### Placed cells, one color a class

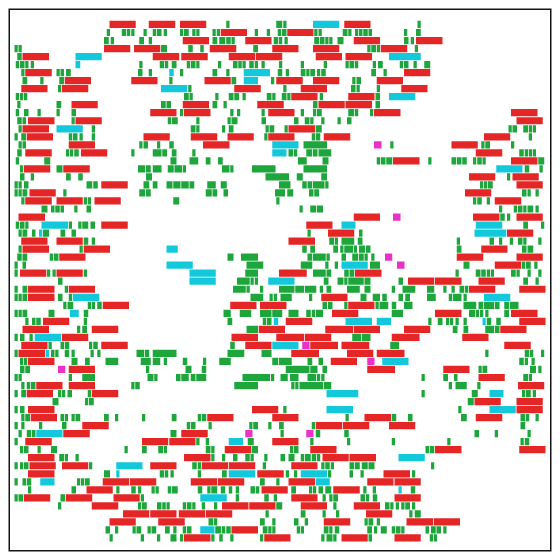
### Wiring by layer

Bar = 50 microns.
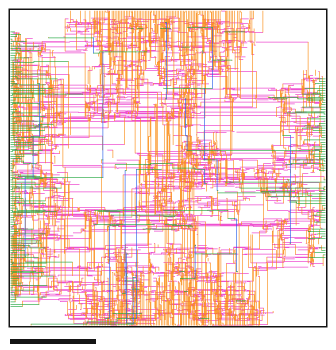
Design tile_spawner_flat, sky130hd; sources not shown.
==> results.cfg <==
; generated from flow reports
[run_status]
run_status = completed

[layout]
nNonClkInverters = 9
insertedDiodeCount = 0
final-instance-count-excl-fill = 1599
num-nets-final = 1346
area_delta_synth_final_pct = 12.0
multiInputCombCellCount = 868
largest_register_ffs = 192
final_instance_area_sq_um = 11800
area_share_nonclk_buffers_pct = 0.575
largestClassByArea = flip-flops and latches
final-comb-area_sq_um = 4410
layout.non_clock_buffers = 9
numSequentialCells = 227
proportion_of_layout_cells_with_a_drive_suffix_above_1_pct = 8.16

[power]
finalPower_w = 0.00540
power_per_cell_area_nw_per_um2 = 460
sw_share_pct = 42.9
power.sequential.total_w = 0.00255
clock_power_share_pct = 25.5
powerClk_w = 0.00138
internal-power_w = 0.00309
worst_vdd_drop_mv = 0.214
static-leakage-power_nw = 4.88

[route]
dr.pass1.iters = 5
drt-vias-per-instance = 5.29
drc = 0
wirelength_met1_microns = 14900
highest-signal-layer = met4
met3_length_microns = 2730

[global_route]
initial_antenna_violation_count = 0
grt.met2_usage_pct = 32.8
grt_pass1_wl_microns = 52000
grt_pass1_vias = 8124
top_usage_layer = met2
use_met1_pct = 26.7
largest_net_degree_at_the_start_of_global_routing = 114

[placement]
placed_cells_incl_taps = 1546
detailedPlacementHpwl_microns = 25100
place.gp.congestion = 0.834
port_buffers = 0
post-place-ws_ns = 3.82
placed_area_sq_um = 10700

[setup_path]
worstPathRequired_ns = 8.11
crit_type = register to register
worst-path-buf-inv = 1
startpoint_type = register
max_stage_delay_ns = 1.05
regToRegSetupSlack_ns = 3.76
cpLargestDelayFamily = AND-OR/OR-AND gates
critPathCaptureType = register
r2r.worst_path.cells = 8
critical_path_cell_count = 8
critPathSlowestCell = ha_1
critical_path.cell_chain = inv_2 > ha_1 > nor4b_1 > o32ai_1 > a211oi_1 > o2111a_1 > o221ai_2 > a221oi_2

[yosys]
number_of_synthesized_flops_with_an_enable_pin = 0
yosysSeqAreaShare_pct = 54.2
yosys-dominant-comb-family = simple AND/OR/NAND/NOR gates
simple_gate_area_share_pct = 22.4
synthDistinctLibCells = 63
yosys-mux-area-fraction_pct = 2.68
syn-instance-count = 1181
post_synth_fa_ha_maj_area_fraction_pct = 0.835
ys_sh_xor_pct = 1.13
netlist.area_leader.share_pct = 52.2
most_common_cell = nand2_1
ys.warnings.count = 6
synth_top_flop_cell = dfrtp_1
synth-async-reset-ratio_pct = 100
syn_area_per_cell_sq_um = 8.88
synthTopCellsByCount = nand2_1, dfrtp_1, o21ai_0, nor2_1, clkbuf_1

[floorplan]
die_y_microns = 183
chip_area_sq_um = 33500
io_pins = 396
floorplanUtilization_pct = 32.9
tap_cells = 435

[timing]
timing.final.hold_violations = 0
grt_setup_unrepaired = false
finalCritPeriodShare_pct = 51.7
worst_hold_check_slack_ns = 0.198
fin_setup_tns_ns = 0
max_clock_freq_ghz = 0.248
final.setup.worst_slack_ns = 3.76

[hold_path]
hold_path_depth = 0
min_path_type = register to register

[cts]
cts_root_buf = clkbuf_16
postCtsSetupRepairBufs = 0
worst_setup_hold_path_clk_slew_ns = 0.06
htree_num_levels = 1
cts_made_buffers = 28
clock_tree_from_tritoncts = built
ctsResizeCount = 0
## Picture notes: 'Placed cells, one color a class'
Green stands for remaining logic cells, cells 877. Cyan stands for clock drivers and dummy loads, cells 51. Magenta stands for remaining buffers and delay cells, cells 9. Red stands for registers, cells 227.
share of the final layout cell area in sequential cells: 48.4%
Cell Rows: 65
final core occ: 36.9%

## Picture notes: 'Wiring by layer'
Orange stands for M2, wire length 16700 microns. Blue stands for M4, wire length 751 microns. Green stands for M3, wire length 2730 microns. Magenta stands for M1, wire length 14900 microns.
global routing usage summed across all routing layers: 20.3%
average detailed-routed wire length per instance: 22.0 microns
final WL: 35100 microns

Power is estimated from default activity; no workload was simulated.
